<file path="src/rtl/branch_hazard_ctrl_if.sv">
// branch_hazard_ctrl_if: D-stage hazard request/response bundle
interface branch_hazard_ctrl_if #(parameter int CNT_W = 32);
  logic             validD;
  logic [4:0]       rsAddrD;
  logic [4:0]       rtAddrD;
  logic             useRsD;
  logic             useRtD;
  logic [1:0]       tuseRsD;
  logic [1:0]       tuseRtD;
  logic             regWriteD;
  logic [4:0]       dstAddrD;
  logic [1:0]       tnewD;
  logic             flushReq;
  logic             stallD;
  logic             flushE;
  logic [1:0]       fwdRsD;
  logic [1:0]       fwdRtD;
  logic [CNT_W-1:0] stallCnt;
  modport master (
    output validD, rsAddrD, rtAddrD, useRsD, useRtD, tuseRsD, tuseRtD,
           regWriteD, dstAddrD, tnewD, flushReq,
    input  stallD, flushE, fwdRsD, fwdRtD, stallCnt
  );
  modport slave (
    input  validD, rsAddrD, rtAddrD, useRsD, useRtD, tuseRsD, tuseRtD,
           regWriteD, dstAddrD, tnewD, flushReq,
    output stallD, flushE, fwdRsD, fwdRtD, stallCnt
  );
endinterface

</file>
<file path="src/rtl/branch_hazard_ctrl.sv">
// branch_hazard_ctrl: stall/forward control for the D-stage branch comparator
module branch_hazard_ctrl #(parameter int CNT_W = 32) (
  input logic clk,
  input logic reset,
  branch_hazard_ctrl_if.slave bus
);
  logic             vE, vM;
  logic [4:0]       aE, aM;
  logic [1:0]       tE, tM;
  logic [2:0]       hzRs, hzRt;
  logic             stall;
  logic [CNT_W-1:0] cnt;
  function automatic logic [2:0] hazard(
    input logic act, input logic [4:0] addr, input logic [1:0] tuse,
    input logic ve, input logic [4:0] ae, input logic [1:0] te,
    input logic vm, input logic [4:0] am, input logic [1:0] tm
  );
    logic hitE, hitM;
    hitE = act && ve && ae == addr;
    hitM = act && vm && am == addr;
    return hitE ? {te > tuse, te == 2'd0 ? 2'd2 : 2'd0}
         : hitM ? {tm > tuse, tm == 2'd0 ? 2'd1 : 2'd0}
         : 3'b000;
  endfunction
  // Per-source readiness against the youngest in-flight writer
  always_comb begin
    hzRs = hazard(bus.validD && bus.useRsD && |bus.rsAddrD, bus.rsAddrD, bus.tuseRsD,
                  vE, aE, tE, vM, aM, tM);
    hzRt = hazard(bus.validD && bus.useRtD && |bus.rtAddrD, bus.rtAddrD, bus.tuseRtD,
                  vE, aE, tE, vM, aM, tM);
    stall = hzRs[2] | hzRt[2];
    bus.stallD = stall;
    bus.flushE = stall;
    bus.fwdRsD = stall ? 2'd0 : hzRs[1:0];
    bus.fwdRtD = stall ? 2'd0 : hzRt[1:0];
    bus.stallCnt = cnt;
  end
  // Advance the E/M writer scoreboard; a stall injects a bubble into E
  always_ff @(posedge clk or posedge reset) begin
    if (reset) begin
      vE <= 1'b0;
      vM <= 1'b0;
      aE <= 5'd0;
      aM <= 5'd0;
      tE <= 2'd0;
      tM <= 2'd0;
    end else begin
      vM <= !bus.flushReq && vE;
      aM <= aE;
      tM <= tE == 2'd0 ? 2'd0 : tE - 2'd1;
      vE <= !bus.flushReq && !stall && bus.validD && bus.regWriteD && |bus.dstAddrD;
      aE <= bus.dstAddrD;
      tE <= bus.tnewD;
    end
  end
  // Saturating count of stall cycles that are not cancelled by a flush
  always_ff @(posedge clk or posedge reset) begin
    if (reset) cnt <= '0;
    else if (stall && !bus.flushReq && !(&cnt)) cnt <= cnt + 1'b1;
  end
endmodule

</file>
<file path="src/flat_wrapper.sv">
// flat-port wrapper written by rule: the top's interface ports become plain ports
module branch_hazard_ctrl_flat 
#(parameter int CNT_W = 32)
  (clk, reset, bus_validD, bus_rsAddrD, bus_rtAddrD, bus_useRsD, bus_useRtD, bus_tuseRsD, bus_tuseRtD, bus_regWriteD, bus_dstAddrD, bus_tnewD, bus_flushReq, bus_stallD, bus_flushE, bus_fwdRsD, bus_fwdRtD, bus_stallCnt);
  branch_hazard_ctrl_if #(.CNT_W(CNT_W)) bus_i ();
  input logic clk;
  input logic reset;
  input wire logic [$bits(bus_i.validD)-1:0] bus_validD;
  input wire logic [$bits(bus_i.rsAddrD)-1:0] bus_rsAddrD;
  input wire logic [$bits(bus_i.rtAddrD)-1:0] bus_rtAddrD;
  input wire logic [$bits(bus_i.useRsD)-1:0] bus_useRsD;
  input wire logic [$bits(bus_i.useRtD)-1:0] bus_useRtD;
  input wire logic [$bits(bus_i.tuseRsD)-1:0] bus_tuseRsD;
  input wire logic [$bits(bus_i.tuseRtD)-1:0] bus_tuseRtD;
  input wire logic [$bits(bus_i.regWriteD)-1:0] bus_regWriteD;
  input wire logic [$bits(bus_i.dstAddrD)-1:0] bus_dstAddrD;
  input wire logic [$bits(bus_i.tnewD)-1:0] bus_tnewD;
  input wire logic [$bits(bus_i.flushReq)-1:0] bus_flushReq;
  output wire logic [$bits(bus_i.stallD)-1:0] bus_stallD;
  output wire logic [$bits(bus_i.flushE)-1:0] bus_flushE;
  output wire logic [$bits(bus_i.fwdRsD)-1:0] bus_fwdRsD;
  output wire logic [$bits(bus_i.fwdRtD)-1:0] bus_fwdRtD;
  output wire logic [$bits(bus_i.stallCnt)-1:0] bus_stallCnt;
  assign bus_i.validD = bus_validD;
  assign bus_i.rsAddrD = bus_rsAddrD;
  assign bus_i.rtAddrD = bus_rtAddrD;
  assign bus_i.useRsD = bus_useRsD;
  assign bus_i.useRtD = bus_useRtD;
  assign bus_i.tuseRsD = bus_tuseRsD;
  assign bus_i.tuseRtD = bus_tuseRtD;
  assign bus_i.regWriteD = bus_regWriteD;
  assign bus_i.dstAddrD = bus_dstAddrD;
  assign bus_i.tnewD = bus_tnewD;
  assign bus_i.flushReq = bus_flushReq;
  assign bus_stallD = bus_i.stallD;
  assign bus_flushE = bus_i.flushE;
  assign bus_fwdRsD = bus_i.fwdRsD;
  assign bus_fwdRtD = bus_i.fwdRtD;
  assign bus_stallCnt = bus_i.stallCnt;
  branch_hazard_ctrl #(.CNT_W(CNT_W)) u_core (.clk(clk), .reset(reset), .bus(bus_i));
endmodule
</file>
<file path="config.mk">
export PLATFORM = sky130hd
export DESIGN_NAME = branch_hazard_ctrl_flat
export DESIGN_NICKNAME = d
export VERILOG_FILES = /design/src/rtl/branch_hazard_ctrl_if.sv /design/src/rtl/branch_hazard_ctrl.sv /design/src/flat_wrapper.sv
export SDC_FILE = /design/constraint.sdc
export NUM_CORES = 1
export LEC_CHECK = 0
export CAP_MARGIN = 0
export CORE_MARGIN = 2
export CORE_UTILIZATION = 44
export DETAILED_ROUTE_END_ITERATION = 8
export GPL_TIMING_DRIVEN = 0
export HOLD_SLACK_MARGIN = 0.02
export PLACE_DENSITY_LB_ADDON = 0.08
export SYNTH_ARGS = -nofsm -noshare
export SYNTH_HDL_FRONTEND = slang
export SYNTH_SLANG_ARGS = --single-unit
</file>
<file path="constraint.sdc">
create_clock -name clk -period 2.2 [get_ports clk]
set_input_delay 0.44 -clock clk [delete_from_list [all_inputs] [get_ports clk]]
set_output_delay 0.44 -clock clk [all_outputs]
set_load 0.005 [all_outputs]
</file>
==> notes.md, run 1 <==
Status on the layout run. Clock latency on the worst-skew pair, taken at its later pin, is 0.30 ns. The layer flagged by global routing as most heavily used is met2. The launch point of the critical path was reported as bus_rtAddrD[1].

Fraction of synthesis flops using an asynchronous set or reset pin landed at 100%. The area fraction of the largest cell type after synthesis is 46.6%. Per STA, the worst path is made up of buf_2 -> or4_4 -> o21ai_4 -> nor3_4 -> or4_4 -> nor4_4 -> buf_2.

The mapped netlist covers 2580 um2. The final report gives the core utilization as 67.8%. The endpoint of the worst hold path is reported as u_core.aM[1]. According to the timing report, the critical path is captured at bus_fwdRtD[0]. The final timing report gives a worst setup slack of -0.444 ns.

Effective utilization at floorplan landed at 46.3%. The final layout contains 369 nets. Time the final worst path needs with I/O delays and setup landed at 2.64 ns.

Number of buffers between clock root and the deepest sink landed at 2. The run finished, with violations left. Met1 layer wirelength in the final routing landed at 2.84 mm. Wire length of the first global-routing pass landed at 10.1 mm. The clock network consumes a total of 537 uW. The number of cells on the worst reg-to-reg path is 13. For the combinational group, total power comes out at 189 uW. Die outline area landed at 6490 um2. On the worst path, the slowest cell contributes a delay of 0.52 ns.

Note, the detailed placer reported a final HPWL of 4.43 mm. Register cell area after layout landed at 1200 um2. DRC violation count after routing landed at 0. The biggest area contributor in the post-synthesis netlist is sky130_fd_sc_hd__dfrtp_1. Grouping non-sequential cells by family puts the most area in simple AND/OR/NAND/NOR gates.

Number of levels in the clock H-tree landed at 2. Detailed placement reports a standard cell area of 3410 um2. On met3, the global router reports a usage of 4.04%. Setup repair after global routing could not meet its margin everywhere. The final reports fail on setup timing. STA classifies the critical path startpoint as a primary input.

In the finished design, the share of the clock period the worst path needs comes to 120%. Endpoints failing hold in the final report were tallied at 0. Sequential cells were found to cover 46.6% of the synthesized design area.

Simple-gate share of the synthesized area landed at 22.6%. STA lists the endpoint of the worst register-to-register path as u_core.bus.stallCnt[21]. In this run the static leakage power is 1.65 nW. Summed standard-cell area reported by yosys landed at 2580 um2. Max-cap violation count landed at 0.

The flow reports that the clock network draws 32.7% of the design power. The layout has 471 filler cells. Horizontal die dimension landed at 80.6 um. Of the cells placed in the final design, the portion with a size suffix greater than 1 is 25.5%. Per report_power, the top consumer among the power groups is registers. Per the log, the first TritonRoute iteration ended with a DRC count of 66.

Along the critical path, the tally of buffer and inverter instances is 2. Pin count of the biggest net entering global routing landed at 31. The timing report gives the clock slew at the launch and capture registers of the worst setup and hold paths as 0.08 ns.

Overall routing resource usage recorded by global route was 20.4%. The setup path with the least slack is of type primary input to output pin. In this run the worst hold path is classified as register to register. Of the total synthesized cell area, the portion taken by AND-OR and OR-AND cells is 4.51%. In the global route stage, met2 resource usage came out at 33.1%. STA lists the startpoint of the worst register-to-register path as u_core.aE[4]. Total of cells resized after clock tree synthesis landed at 98. Setup violations remaining at the end of the flow were counted as 32. The detailed router reports a met2 wire length of 3.07 mm. Post-route cell area landed at 3780 um2.
[run 1: cell type report]
| type | instances | share of cell area [%] |
|---|---|---|
| Clock buffer | 6 | 2.19 |
| Sequential cell | 48 | 31.9 |
| Inverter | 11 | 1.29 |
| Multi-Input combinational cell | 174 | 39.3 |
| Clock inverter | 2 | 0.265 |
| Buffer | 6 | 1.19 |
| Timing Repair Buffer | 86 | 21.5 |
| Tap cell | 72 | 2.38 |
[run 1: stage by stage]
step                      hold WS (ns)  worst slack, ns  std cells  setup TNS [ns]
final                            0.444           -0.444        405           -8.56
after global routing             0.456           -0.537        405          -13.70
after CTS                        0.439           -0.476        404           -5.85
after detailed placement         0.420            -1.37        378          -28.94
after global placement           0.415            -1.34        377          -43.90
after floorplan                  0.410           -0.177        240          -0.692
run_1/m3.png
Scale bar: 20 um. Cells faint in the background.
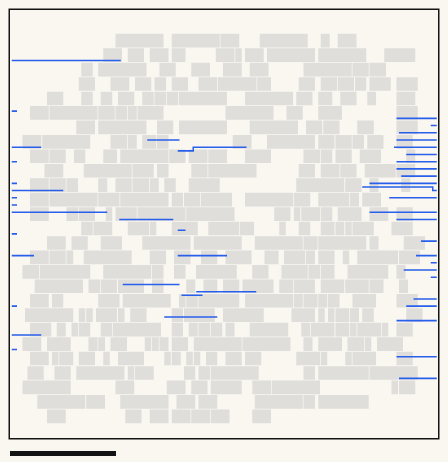
main direction: horizontal
share of all routed wire: 4.7%
nets with wire on the layer: 42
longest straight run: 20.2 um

run_1/closeup.png
Scale bar: 10 um. Region (40, 0) to (80, 40) um. Cells in grey, sequential cells in the stronger grey; small squares are vias.
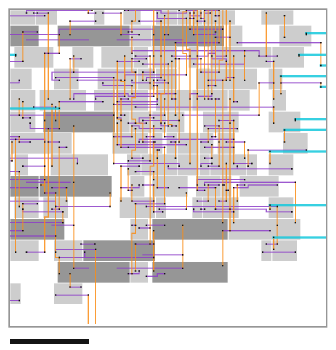
| colour | layer |
|---|---|
| orange | M2 |
| cyan | M3 |
| purple | M1 |
sequential cells in the window: 9
cells with their middle in the window: 86
netlist names of flops here include: u_core.bus.stallCnt (3), u_core.tE (2), u_core.tM (2)
most frequent: buf_4 (9), ha_1 (7), dfrtp_1 (7)

run_1/m1.png
Scale bar: 20 um. Supply wires on this layer in grey.
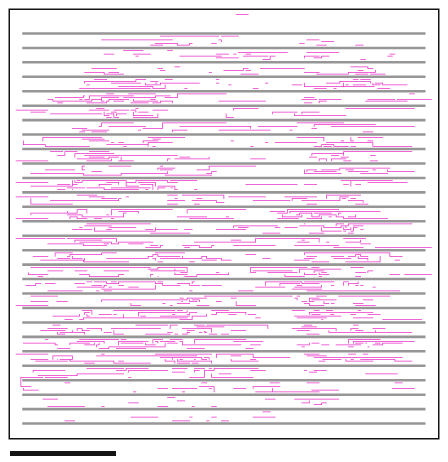
main direction: horizontal
nets with wire on the layer: 321
share of all routed wire: 45%
longest straight run: 22.5 um

==> run 2, diff against run 1 <==
--- a/config.mk
+++ b/config.mk
@@ -8,6 +8,7 @@
 export CAP_MARGIN = 0
 export CORE_MARGIN = 2
 export CORE_UTILIZATION = 44
+export CTS_CLUSTER_SIZE = 8
 export DETAILED_ROUTE_END_ITERATION = 8
 export GPL_TIMING_DRIVEN = 0
 export HOLD_SLACK_MARGIN = 0.02
run_2/closeup.png
Scale bar: 10 um. Region (40, 0) to (80, 40) um. Cells in grey, sequential cells in the stronger grey; small squares are vias.
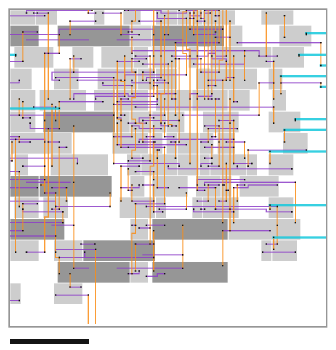
| colour | layer |
|---|---|
| purple | M1 |
| orange | M2 |
| cyan | M3 |
most frequent: buf_4 (9), ha_1 (7), dfrtp_1 (7)
sequential cells in the window: 9
netlist names of flops here include: u_core.bus.stallCnt (3), u_core.tE (2), u_core.tM (2)
cells with their middle in the window: 86

run_2/gates.png
Scale bar: 20 um.
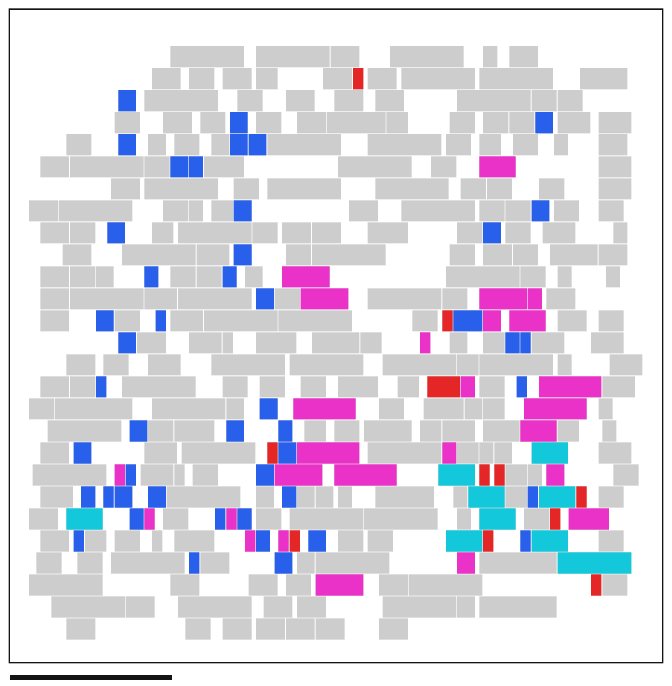
| colour | family | cells |
|---|---|---|
| cyan | fa/ha/maj cells | 9 |
| red | inv cells | 11 |
| blue | nand cells | 47 |
| magenta | nor cells | 26 |

==> run 2 against run 1 <==
The flow still finishes with violations (setup timing). Utilization unchanged. Die area unchanged. Final area unchanged. Flip-flop count unchanged. Routed wire length unchanged. Non-clock buffer count unchanged. Clock skew unchanged. Critical path type unchanged. Largest cell class unchanged. Highest routed layer unchanged.
==> notes.md, run 2 <==
Status on the layout run. Status: complete, but fails checks (unchanged). Violated checks: setup timing (unchanged). RSZ-0062 raised after global routing: yes (unchanged).

The leakage power is 1.65 nW (unchanged). The nature of the critical path startpoint was a primary input (unchanged). The latest clock arrival within the worst-skew pair was 0.30 ns (about the same). Number of levels in the clock H-tree landed at 2 (unchanged). The register cell area after layout came to 1200 um2 (unchanged).

Synthesized cell area landed at 2580 um2 (unchanged). The final sequential cell count was 48 (unchanged). The top cell type by total area after synthesis is sky130_fd_sc_hd__dfrtp_1 (unchanged). The hold path endpoint is u_core.aM[1] (unchanged). The startpoint of the lowest-slack register-to-register path is u_core.aE[4] (unchanged).

The share of the final layout cell area in multi-input gates was 39.3% (unchanged). The maximum clock skew at final layout came to 0.00387 ns (unchanged). The most heavily used metal layer in global routing is met2 (unchanged). The met1 layer wirelength in the final routing is 2.84 mm (unchanged). Fraction of area in registers landed at 31.9% (unchanged).

Non-clock buffer share of cell area landed at 22.7% (unchanged). The die outline area was 6490 um2 (unchanged). The flip-flop and latch count after synthesis was 48 (unchanged).

And-or/or-and share of the synthesized area landed at 4.51% (unchanged). Fraction of synthesis flops using an asynchronous set or reset pin landed at 100% (unchanged). Number of DRC violations after detailed-routing iteration 0 landed at 66 (unchanged). The worst setup path startpoint is bus_rtAddrD[1] (unchanged). The final tally of setup violations was 32 (unchanged). The cell count after placement came to 378 (unchanged). Depth of the worst register-to-register path landed at 13 (unchanged). Number of synthesized flops with an enable pin landed at 0 (unchanged).

The fraction of layout instances using a drive strength above 1 was 25.5% (unchanged). Effective utilization at floorplan landed at 46.3% (unchanged). The area-dominant cell class after layout was combinational gates (unchanged). Share of Yosys cell area claimed by the top area cell type landed at 46.6% (unchanged). The worst reg2reg path endpoint is u_core.bus.stallCnt[21] (unchanged).

The top flip-flop cell by instance count after synthesis is sky130_fd_sc_hd__dfrtp_1 (unchanged). The count of endpoints failing hold in the final timing report is 0 (unchanged). Layout inverter count without the clock tree landed at 11 (unchanged).

The tally of nets with antenna violations remaining after routing was 0 (unchanged). DRC violation count after routing landed at 0 (unchanged). Synthesis-to-finish area growth landed at 46.5% (unchanged).

The largest combinational cell category by area is simple AND/OR/NAND/NOR gates (unchanged). Buffers inserted during post-CTS setup optimization landed at 16 (unchanged). The most repeated cell in the gate-level netlist after synthesis was sky130_fd_sc_hd__dfrtp_1 (unchanged).

The met2 layer usage reported by global route came to 33.1% (unchanged). The number of clock buffer instances in the layout was 6 (unchanged). The stage delay of the slowest cell on the critical path was 0.52 ns (about the same). Count of buffering cells on the critical path with inverters included landed at 2 (unchanged). The number of buffers between clock root and the deepest sink is 2 (unchanged).

The max-cap violation count was 0 (unchanged). The summed standard-cell area reported by yosys came to 2580 um2 (unchanged). The classification of the worst setup path is primary input to output pin (unchanged). The clock-pin slew on the worst setup and hold paths came to 0.08 ns (about the same). Non-clock buffer total of the final layout landed at 92 (unchanged). The clock tree cell share of total cell area is 2.45% (unchanged).

Timing-limited maximum frequency landed at 0.378 GHz (unchanged). The final standard cell count with taps included and fillers excluded is 405 (unchanged). The final critical-path setup slack came to -0.444 ns (unchanged). Arithmetic-cell share of the synthesized area counting full adders, half adders and majority gates landed at 4.36% (unchanged). Total of cells resized after clock tree synthesis landed at 98 (unchanged).

The pin slew with the least headroom to its limit was 0.533 ns (unchanged). The top routing layer in use is met4 (unchanged). The final-layout worst hold slack came to 0.444 ns (unchanged). Worst setup slack after placement landed at -1.37 ns (unchanged). Part of the Yosys area used for sequential elements landed at 46.6% (unchanged). The tap cell count was 72 (unchanged). The horizontal die dimension is 80.6 um (unchanged). Number of nets in the layout landed at 369 (unchanged). The total congestion overflow after global routing is 0 (unchanged).

Ranking of synthesized cells by instance count: sky130_fd_sc_hd__dfrtp_1, sky130_fd_sc_hd__xnor2_1, sky130_fd_sc_hd__nand4_1 (unchanged). The wire length on met2 was 3.07 mm (unchanged). Time the final worst path needs with I/O delays and setup landed at 2.64 ns (unchanged). The layout filler cell count was 471 (unchanged). The overall global routing resource usage was 20.4% (unchanged).

CP Cell Sequence: buf_2 -> or4_4 -> o21ai_4 -> nor3_4 -> or4_4 -> nor4_4 -> buf_2 (unchanged). The pin count of the biggest net entering global routing came to 31 (unchanged). The post-detailed-placement half-perimeter wirelength was 4.43 mm (unchanged). The count of TritonRoute iterations in the first routing pass is 4 (unchanged). The multi-input combinational cell count was 174 (unchanged). The wire length of the first global-routing pass was 10.1 mm (unchanged).

Final core area utilization landed at 67.8% (unchanged). The post-route fraction of the period consumed by the critical path came to 120% (unchanged).
run_2/m3.png
Scale bar: 20 um. Cells faint in the background.
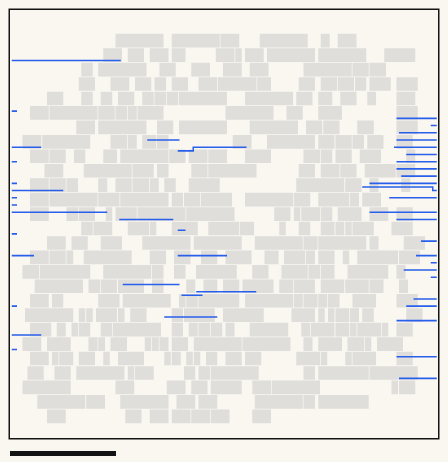
wire length on this layer: 297 um
main direction: horizontal
share of all routed wire: 4.7%

[run 2: worst max-delay path by stage]
stage,slack [ns],to,depth (start not counted)
finish,-0.44,bus_fwdRtD[0],7
global route,-0.54,bus_fwdRtD[0],9
CTS,-0.48,bus_fwdRsD[1],9
detailed placement,-1.37,bus_fwdRtD[0],10
global placement,-1.34,bus_fwdRtD[0],10
floorplan,-0.18,bus_fwdRtD[0],5
[run 2: power breakdown]
| part | switching (mW) | internal, mW |
|---|---|---|
| Clock | 0.286 | 0.251 |
| Combinational | 0.0939 | 0.0950 |
| Sequential | 0.0174 | 0.897 |
[run 2: per-stage QoR]
stage	TNS, ns	cell area, um2
after global placement	-43.90	3390
after CTS	-5.85	3760
after floorplan	-0.692	2650
after detailed placement	-28.94	3410
final	-8.56	3780
after global routing	-13.70	3780
Power is estimated from default activity; no workload was simulated.
